**config.mk**
```make
export PLATFORM = sky130hd
export DESIGN_NAME = cpu_async_rx
export DESIGN_NICKNAME = d
export VERILOG_FILES = /design/src/rtl/cpu_async_rx.sv
export SDC_FILE = /design/constraint.sdc
export NUM_CORES = 1
export LEC_CHECK = 0
export CORE_UTILIZATION = 51
export DETAILED_ROUTE_END_ITERATION = 12
export PLACE_DENSITY = 0.74
export SLEW_MARGIN = 20
export SYNTH_ARGS = -nofsm -noshare
export SYNTH_HDL_FRONTEND = slang
export SYNTH_SLANG_ARGS = --single-unit
```
**constraint.sdc**
```tcl
create_clock -name clk -period 2 [get_ports clk]
set_clock_uncertainty 0.1 [all_clocks]
set_input_delay 0.2 -clock clk [delete_from_list [all_inputs] [get_ports clk]]
set_output_delay 0.2 -clock clk [all_outputs]
set_load 0.05 [all_outputs]
```
**src/rtl/cpu_async_rx.sv**
```systemverilog
// cpu_async_rx: four-phase send/ack serial responder assembling WIDTH-bit words onto a valid/ready port
module cpu_async_rx #(
  parameter int WIDTH       = 8,
  parameter int GAP_TIMEOUT = 64
) (
  input  logic             clk,
  input  logic             rst,
  input  logic             send,
  input  logic             data,
  output logic             ack,
  output logic [WIDTH-1:0] word,
  output logic             word_valid,
  input  logic             word_ready,
  output logic             frame_err
);
  localparam int CW = $clog2(WIDTH + 1);
  localparam int GW = $clog2(GAP_TIMEOUT + 1);
  localparam logic [1:0] IDLE  = 2'd0;
  localparam logic [1:0] ACK   = 2'd1;
  localparam logic [1:0] VALID = 2'd2;
  logic [1:0] state;
  logic send_m, send_s, data_m, data_s;
  logic [CW-1:0] count;
  logic [GW-1:0] gap;
  logic [WIDTH-1:0] sr;
  assign ack        = state == ACK;
  assign word_valid = state == VALID;
  always_ff @(posedge clk) begin
    if (rst) begin
      state     <= IDLE;
      send_m    <= 1'b0;
      send_s    <= 1'b0;
      data_m    <= 1'b0;
      data_s    <= 1'b0;
      count     <= '0;
      gap       <= '0;
      sr        <= '0;
      word      <= '0;
      frame_err <= 1'b0;
    end else begin
      send_m    <= send;
      send_s    <= send_m;
      data_m    <= data;
      data_s    <= data_m;
      frame_err <= 1'b0;
      case (state)
        IDLE:
          if (send_s) begin
            sr    <= sr | (WIDTH'(data_s) << count);
            count <= count + 1'b1;
            gap   <= '0;
            state <= ACK;
          end else if (count != '0) begin
            // a stalled partial word is dropped so the next word starts clean
            if (gap == GW'(GAP_TIMEOUT - 1)) begin
              count     <= '0;
              sr        <= '0;
              gap       <= '0;
              frame_err <= 1'b1;
            end else gap <= gap + 1'b1;
          end
        ACK:
          if (!send_s) begin
            state <= count == CW'(WIDTH) ? VALID : IDLE;
            word  <= count == CW'(WIDTH) ? sr : word;
          end
        VALID:
          if (word_ready) begin
            count <= '0;
            sr    <= '0;
            state <= IDLE;
          end
        default: state <= IDLE;
      endcase
    end
  end
endmodule

```
run_1/zoom.png
Window x 33 to 53, y 4 to 24 µm. Cells in grey, sequential cells in the stronger grey; small squares are vias.
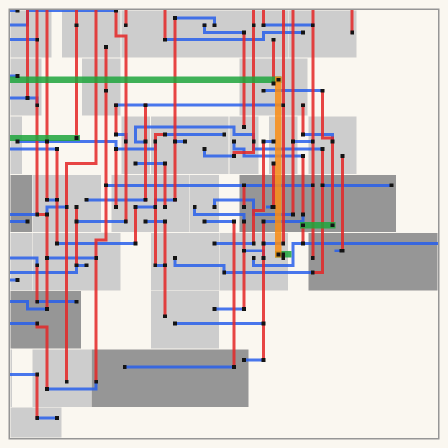
[met1] blue
[met2] red
[met3] green
[met4] orange
netlist names of flops here include: gap (3)
sequential cells in the window: 3
cells with their middle in the window: 23
most frequent: xnor2_1 (3), dfxtp_1 (3)

run_1/metal_stack.png
Scale: 6 px per µm.
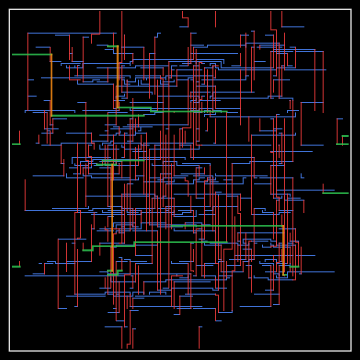
[met4] orange | wire length: 46.2 µm
[met2] red | wire length: 1350 µm
[met1] blue | wire length: 1310 µm
[met3] green | wire length: 111 µm
wire length per cell: 13.6 µm
final wirelength: 2820 µm
GR Util All Layers: 19.8%

run_1/clock_map.png
Scale: 4 px per µm.
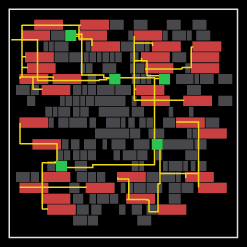
[cells driving clock nets] green | count: 5
[flip-flops] red | count: 34
[clock wires] yellow | length: 358 µm
flops lie: all over the die
routed clock nets: 6
later-pin clock latency in the skew report: 0.33 ns
Clock net power: 0.000337 W

==> flow_summary.yaml, run 1 <==
# flow metrics
outcome:
  status: "completed"
worst_setup_path:
  cp-end-kind: "register"
  cp_max_fo: 8
  slowest_delay_ns: 0.42
  required_ns: 2.10
  cp_cell_sequence: "ha_1, and4_1, a31oi_4, o31ai_4, nor2_1"
  reg2reg_setup_slack_ns: 0.12
  crit_arrival_ns: 1.98
  critPathBufInv: 0
  critPathKind: "register to register"
  start_kind: "register"
  crit_family: "AND-OR/OR-AND gates"
logic_synthesis:
  synth_area_leader_cell: "dfxtp_1"
  synth_area_mm2: 0.00153
  ys_area_mm2: 0.00153
  yosysUniqueCellTypes: 41
  top_cell_area_share_pct: 44.6
  ys_warn_count: 0
  synth.area.top_cells: "dfxtp_1, mux2i_1, nor2_1, a21oi_1, nor2b_1"
  logic_family: "simple AND/OR/NAND/NOR gates"
  synthFlopType: "dfxtp_1"
  synth-edff-count: 0
  ys_sh_xor_pct: 2.87
  ys_seq_share_pct: 44.6
  syn_inst: 156
  yosysCellCount: 156
  synth_top_cell_by_count: "dfxtp_1"
  numSynthFlops: 34
  synth_nets: 164
  synthAoiAreaFrac_pct: 12.3
layout:
  layout.nonclk_buf_share_pct: 9.98
  clock_area_share_pct: 2.71
  multiInputGateArea_um2: 795
  final_util_pct: 62.6
  layout.area.seq_um2: 681
  stdcell_area_mm2: 0.00176
  reg_top3: "sr: 8 flops, word: 8 flops, gap: 7 flops"
  layout_top_cell: "dfxtp_1"
  num-fill-cells: 242
  clock_buffer_count: 5
  flops: 34
  fin_nets: 185
  seq_share_pct: 38.8
  insertedDiodeCount: 0
  fin_cells: 208
  buffers: 19
  multiInputCombCellCount: 112
  combAreaFraction_pct: 45.3
routing:
  vias: 1160
  routed_via_density: 5.58
  firstDrtPassIters: 4
  drt_iter0_markers: 39
  final_antenna_net_count: 0
  drc_errors: 0
power:
  seq_cell_power_w: 0.000695
  pwr-share-seq_pct: 62.3
  p_comb_w: 0.0000837
  comb_power_share_pct: 7.5
  p_switching_w: 0.000265
  peakVddDrop_mv: 0.463
  sw_frac_of_total_pct: 23.7
clock_network:
  clock-sinks: 34
  cts_buffers: 5
  cts-resized-gates: 0
  tritoncts: "built"
  clockRootBuffer: "clkbuf_4"
  htree_num_levels: 2
placement:
  hpwl_um: 2150
  place_area_mm2: 0.00171
  placedCellCount: 201
final_timing:
  finalSetupViolations: 0
  fin_crit_sh_pct: 94.0
  worst_slew_pin_slew_ns: 0.695
  timing.final.hold_violations: 0
  rsz0062_at_grt: "no"
  max_freq_ghz: 0.532
  drv_slew: 0
grt:
  grt_max_degree: 14
  grt_pass1_wl_um: 4860
  grt_pass1_vias: 1147
  gr-total-overflow: 0
die:
  n_tap_cell: 31
  die_height_um: 56.7
  chip_area_mm2: 0.00322
  rows: 19
  io_pins: 16
job:
  warning_count: 27
-- run 1: worst paths after layout --
check | start | end | cells past startpoint
max | gap[0] | sr[5] | 5
min | send | send_m | 2
max reg2reg | gap[0] | sr[5] | 5
min reg2reg | gap[6] | gap[6] | 2
-- run 1: per-layer routing --
layer	wire [µm]	vias to the layer above	track usage, %	share of wire [%]
met1	1310	544	22.6	47
met5	0	-	0	0
li1	-	586	-	-
met4	46	0	11.8	1.6
met3	110	8	5.30	3.9
met2	1350	22	33.0	48
-- run 1: metrics by stage --
stage	setup slack [ns]	power, W	hold slack (ns)
after global routing	0.00247	0.00117	0.330
after global placement	0.194	0.000791	0.324
after floorplan	0.257	0.000769	0.228
after CTS	0.111	0.00113	0.306
after detailed placement	0.134	0.000794	0.339
final	0.121	0.00112	0.323
run_1/registers.png
Scale: 8 px per µm. Other sequential cells in the stronger grey, the rest of the logic in the fainter grey.
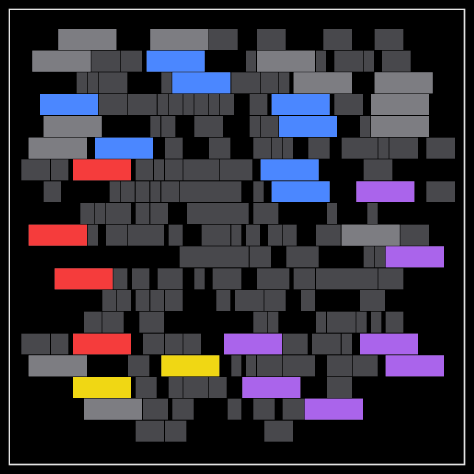

==> run 2: changes to the inputs <==
--- a/config.mk
+++ b/config.mk
@@ -5,9 +5,11 @@
 export SDC_FILE = /design/constraint.sdc
 export NUM_CORES = 1
 export LEC_CHECK = 0
-export CORE_UTILIZATION = 51
+export CORE_MARGIN = 2
+export CORE_UTILIZATION = 35
 export DETAILED_ROUTE_END_ITERATION = 12
-export PLACE_DENSITY = 0.74
+export GPL_TIMING_DRIVEN = 0
+export PLACE_DENSITY = 0.55
 export SLEW_MARGIN = 20
 export SYNTH_ARGS = -nofsm -noshare
 export SYNTH_HDL_FRONTEND = slang
run_2/registers.png
Scale: 6 px per µm. Other sequential cells in the stronger grey, the rest of the logic in the fainter grey.
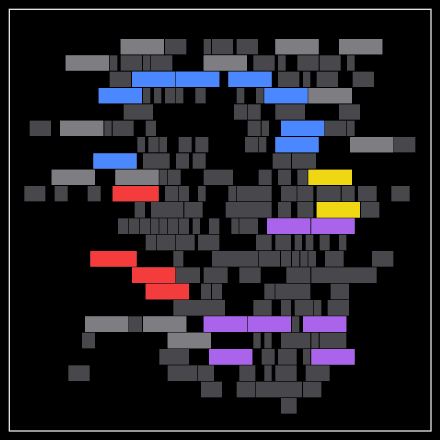
[gap] purple | placed flops: 7
[state] yellow | placed flops: 2
[sr] blue | placed flops: 8 | where: top middle
[count] red | placed flops: 4
not coloured: 13
Sequential Power: 0.000696 W
Layout Utilization: 44.6%
flop share of the area: 35.9%

run_2/zoom.png
Window x 43 to 63, y 8 to 28 µm. Cells in grey, sequential cells in the stronger grey; small squares are vias.
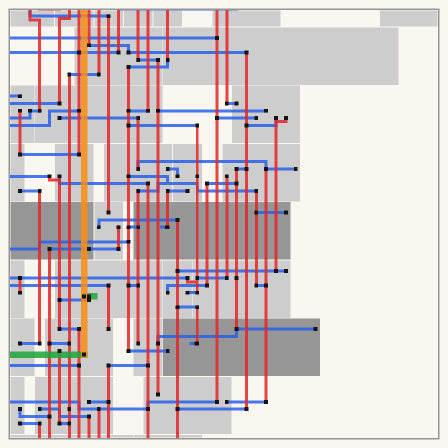
[met3] green
[met2] red
[met1] blue
[met4] orange
sequential cells in the window: 3
most frequent: nor2_1 (3), nand2_1 (3), dfxtp_1 (3)
netlist names of flops here include: gap (3)
cells with their middle in the window: 23

==> run 2 against run 1 <==
Against the previous run: wire length rose by 11%; power grew 28%; setup slack better by 0.0017 ns.
==> flow_summary.yaml, run 2 <==
# flow metrics
routing:
  routedWlPerCell_um: 13.4
  vias: 1195
  finalWirelength_um: 3130
  top_layer: "met4"
  firstDrtPassIters: 4
  drt_iter0_markers: 104
  routed_via_density: 5.11
  final_antenna_net_count: 0
worst_setup_path:
  critPathKind: "register to primary output"
  rr_startpoint: "count[1]"
  required_ns: 1.70
  critPathCapture: "word_valid"
  crit_arrival_ns: 1.58
  cp-startpoint: "state[1]"
  r2r_cells: 7
placement:
  hpwl_um: 2220
die:
  n_tap_cell: 52
  io_pins: 16
  chip_area_mm2: 0.00491
logic_synthesis:
  yosysUniqueCellTypes: 41
  synthAoiAreaFrac_pct: 12.3
  ys_area_mm2: 0.00153
  synth_nets: 164
  ys_seq_share_pct: 44.6
  synthFlopType: "dfxtp_1"
  synth.area.top_cells: "dfxtp_1, mux2i_1, nor2_1, a21oi_1, nor2b_1"
  ys_sh_xor_pct: 2.87
  ys_warn_count: 0
  yosysCellCount: 156
  synth_area_leader_cell: "dfxtp_1"
  syn_inst: 156
  top_cell_area_share_pct: 44.6
layout:
  combAreaFraction_pct: 42.6
  buffers: 24
  multiInputGateArea_um2: 811
  insertedDiodeCount: 0
  stdcell_area_mm2: 0.00190
  clock_area_share_pct: 5.92
  fin_nets: 190
  layout_top_cell: "dfxtp_1"
grt:
  grt_pass1_wl_um: 5150
  met3_usage_pct: 5.19
  use_met1_pct: 17.0
  gr-total-overflow: 0
  busiest_layer: "met2"
  grt_pass1_vias: 1115
power:
  p_comb_w: 0.0000957
  comb_power_share_pct: 6.7
  p_switching_w: 0.000292
outcome:
  status: "completed"
final_timing:
  rsz0062_at_grt: "no"
  finalSetupViolations: 0
  fin_crit_sh_pct: 93.9
worst_hold_path:
  whs_path_depth: 1
  min_to: "send_s"
clock_network:
  clockRootBuffer: "clkbuf_8"
  clock-sinks: 34
  cts_buffers: 5
job:
  warning_count: 27
run_2/metal_stack.png
Scale: 6 px per µm.
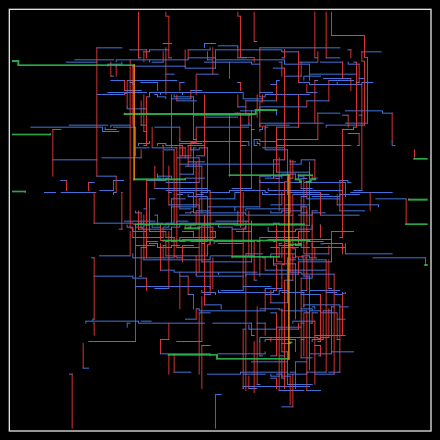
[met2] red | wire length: 1400 µm
[met4] orange | wire length: 49.6 µm
[met3] green | wire length: 173 µm
[met1] blue | wire length: 1510 µm

run 2: netlist changes by cell type in the layout (fill, tap and decap cells not counted), sizes merged:
cell and delta:
clkbuf +3, clkinv -2, dlygate4sd2 +2, buf +1, bufinv +1
run 2: repair_timing:
action | in CTS | in global routing
setup endpoints to repair | 2 | 20
pin swaps | 0 | 1
gates resized | 2 | 5
setup buffers | 0 | 4
run 2: worst max-delay path, stage by stage (launching register included):
cell	delay [ns]
dfxtp_1	0.52
and2b_1	0.22
dlygate4sd2_1	0.54
run 2: stage by stage:
stage	util [%]	hold slack, ns	std cells	total power (W)
global route	44.6	0.350	234	0.00149
detailed placement	40.9	0.320	223	0.000793
CTS	43.5	0.336	230	0.00142
floorplan	-	0.228	156	0.000769
finish	44.6	0.336	234	0.00142
global placement	40.9	0.322	223	0.000793
run_2/final_congestion.png
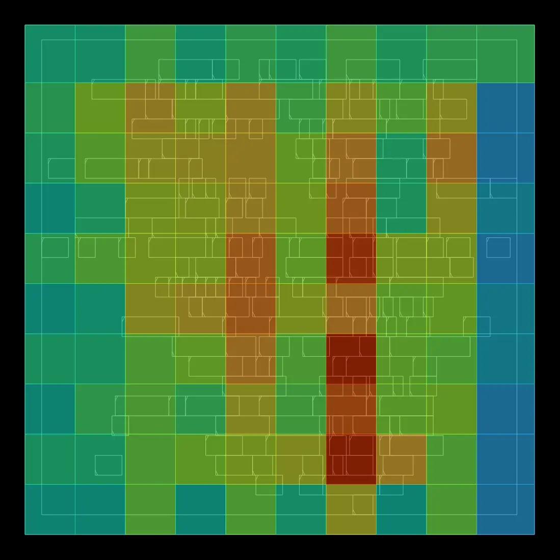

==> run 3: changes to the inputs <==
--- a/config.mk
+++ b/config.mk
@@ -6,10 +6,10 @@
 export NUM_CORES = 1
 export LEC_CHECK = 0
 export CORE_MARGIN = 2
-export CORE_UTILIZATION = 35
+export CORE_UTILIZATION = 50
 export DETAILED_ROUTE_END_ITERATION = 12
 export GPL_TIMING_DRIVEN = 0
-export PLACE_DENSITY = 0.55
+export PLACE_DENSITY = 0.73
 export SLEW_MARGIN = 20
 export SYNTH_ARGS = -nofsm -noshare
 export SYNTH_HDL_FRONTEND = slang
==> constraint.sdc (replaced) <==
create_clock -name clk -period 2.4 [get_ports clk]
set_clock_uncertainty 0.1 [all_clocks]
set_input_delay 0.24 -clock clk [delete_from_list [all_inputs] [get_ports clk]]
set_output_delay 0.24 -clock clk [all_outputs]
set_load 0.05 [all_outputs]
run_3/final_congestion.png
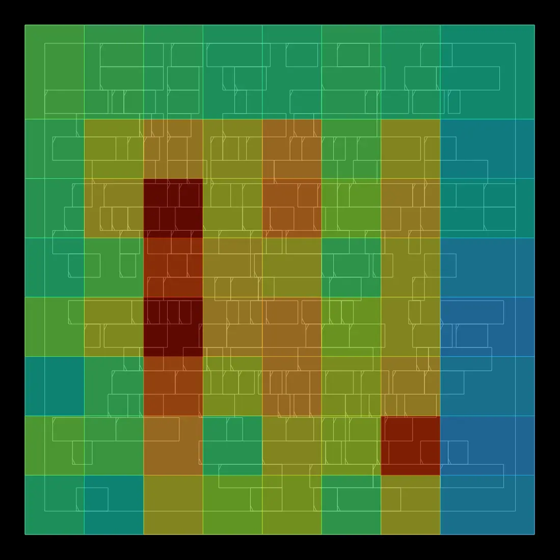
GR Util All Layers: 19.3%
met2 usage: 28.4%
M1 GR Usage: 25.6%

run_3/zoom.png
Window x 34 to 54, y 5 to 25 µm. Cells in grey, sequential cells in the stronger grey; small squares are vias.
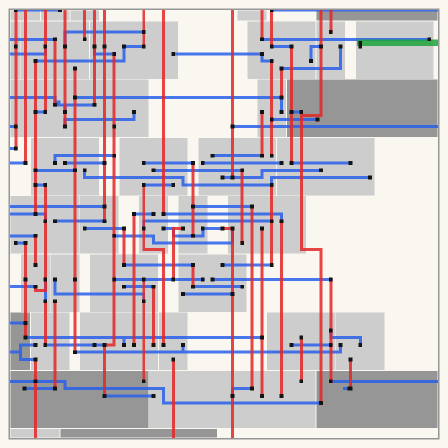
[met2] red
[met3] green
[met1] blue
cells with their middle in the window: 29
most frequent: nor2_1 (5), xnor2_1 (3), dfxtp_1 (3)
sequential cells in the window: 3
netlist names of flops here include: gap (3)

run_3/metal_stack.png
Scale: 6 px per µm.
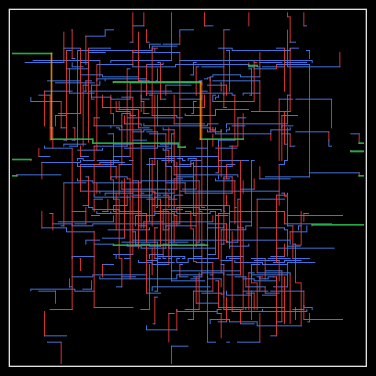
[met3] green | wire length: 84.3 µm
[met2] red | wire length: 1360 µm
[met4] orange | wire length: 23.8 µm
[met1] blue | wire length: 1480 µm

==> run 3 against run 2 <==
Against the previous run: die size down 28%; combinational power decreased by 28%; wire length shrank 5.7%; worst hold slack gained 0.0080 ns; via count down 2.5%; area after synthesis unchanged; sequential power down 17%; synthesized cell count unchanged; power down 34%; non-clock buffer count is 4 lower; core utilization up 15 points; design area down 7.2%; critical endpoint is now ack; largest power group unchanged; highest routed layer unchanged.
==> flow_summary.yaml, run 3 <==
# flow metrics
worst_setup_path:
  critPathKind: "register to primary output"
  crit_family: "buffers and inverters"
  cp_cell_sequence: "buf_6, nor2b_1, clkdlybuf4s50_1"
  slowest_delay_ns: 0.84
  r2r_cells: 6
  crit_arrival_ns: 1.93
  rr_startpoint: "count[1]"
  crit_slowest_cell: "clkdlybuf4s50_1"
  critPathCapture: "ack"
  required_ns: 2.06
  critPathBufInv: 2
layout:
  combAreaFraction_pct: 44.9
  final_util_pct: 59.3
  clock_area_share_pct: 2.69
  multiInputGateArea_um2: 792
  fin_cells: 211
power:
  comb_power_share_pct: 7.3
  p_switching_w: 0.000230
  p_total_w: 0.000938
logic_synthesis:
  ys_area_mm2: 0.00153
  synth_area_leader_cell: "dfxtp_1"
  synth_nets: 164
  ys_seq_share_pct: 44.6
  yosysCellCount: 156
  synthFlopType: "dfxtp_1"
  syn_inst: 156
worst_hold_path:
  min_to: "send_s"
final_timing:
  whs_ns: 0.344
  fin_crit_sh_pct: 94.4
  rsz0062_at_grt: "no"
routing:
  firstDrtPassIters: 4
  vias: 1165
  drt_iter0_markers: 40
  routedWlPerCell_um: 14.0
die:
  chip_area_mm2: 0.00351
  n_tap_cell: 33
clock_network:
  post_cts_buffers: 0
  clock-sinks: 34
outcome:
  status: "completed"
grt:
  grt_pass1_wl_um: 4980
  gr-total-overflow: 0
  busiest_layer: "met2"
==> run 3: cell counts after synthesis <==
Identical to the previous run, type by type.
==> run 3: logic make-up (layout without fill, tap and decap cells) <==
logic type	count (synthesis)	count (layout)	synth area share, %
fa+ha+maj	3	3	2.46
compound gates	26	26	12.3
simple gates	69	69	28.4
flops	34	34	44.6
mux	9	9	5.90
xor+xnor	5	5	2.87
buf+inv	10	32	3.52
==> run 3: power by group through the flow <==
stage,sequential [W],clock [W],combinational [W]
after CTS,0.000579,0.000299,0.0000689
after global routing,0.000581,0.000325,0.0000756
after floorplan,0.000590,0,0.0000507
after global placement,0.000591,0,0.0000673
final,0.000579,0.000290,0.0000686
after detailed placement,0.000592,0,0.0000687
Power is estimated from default activity; no workload was simulated.
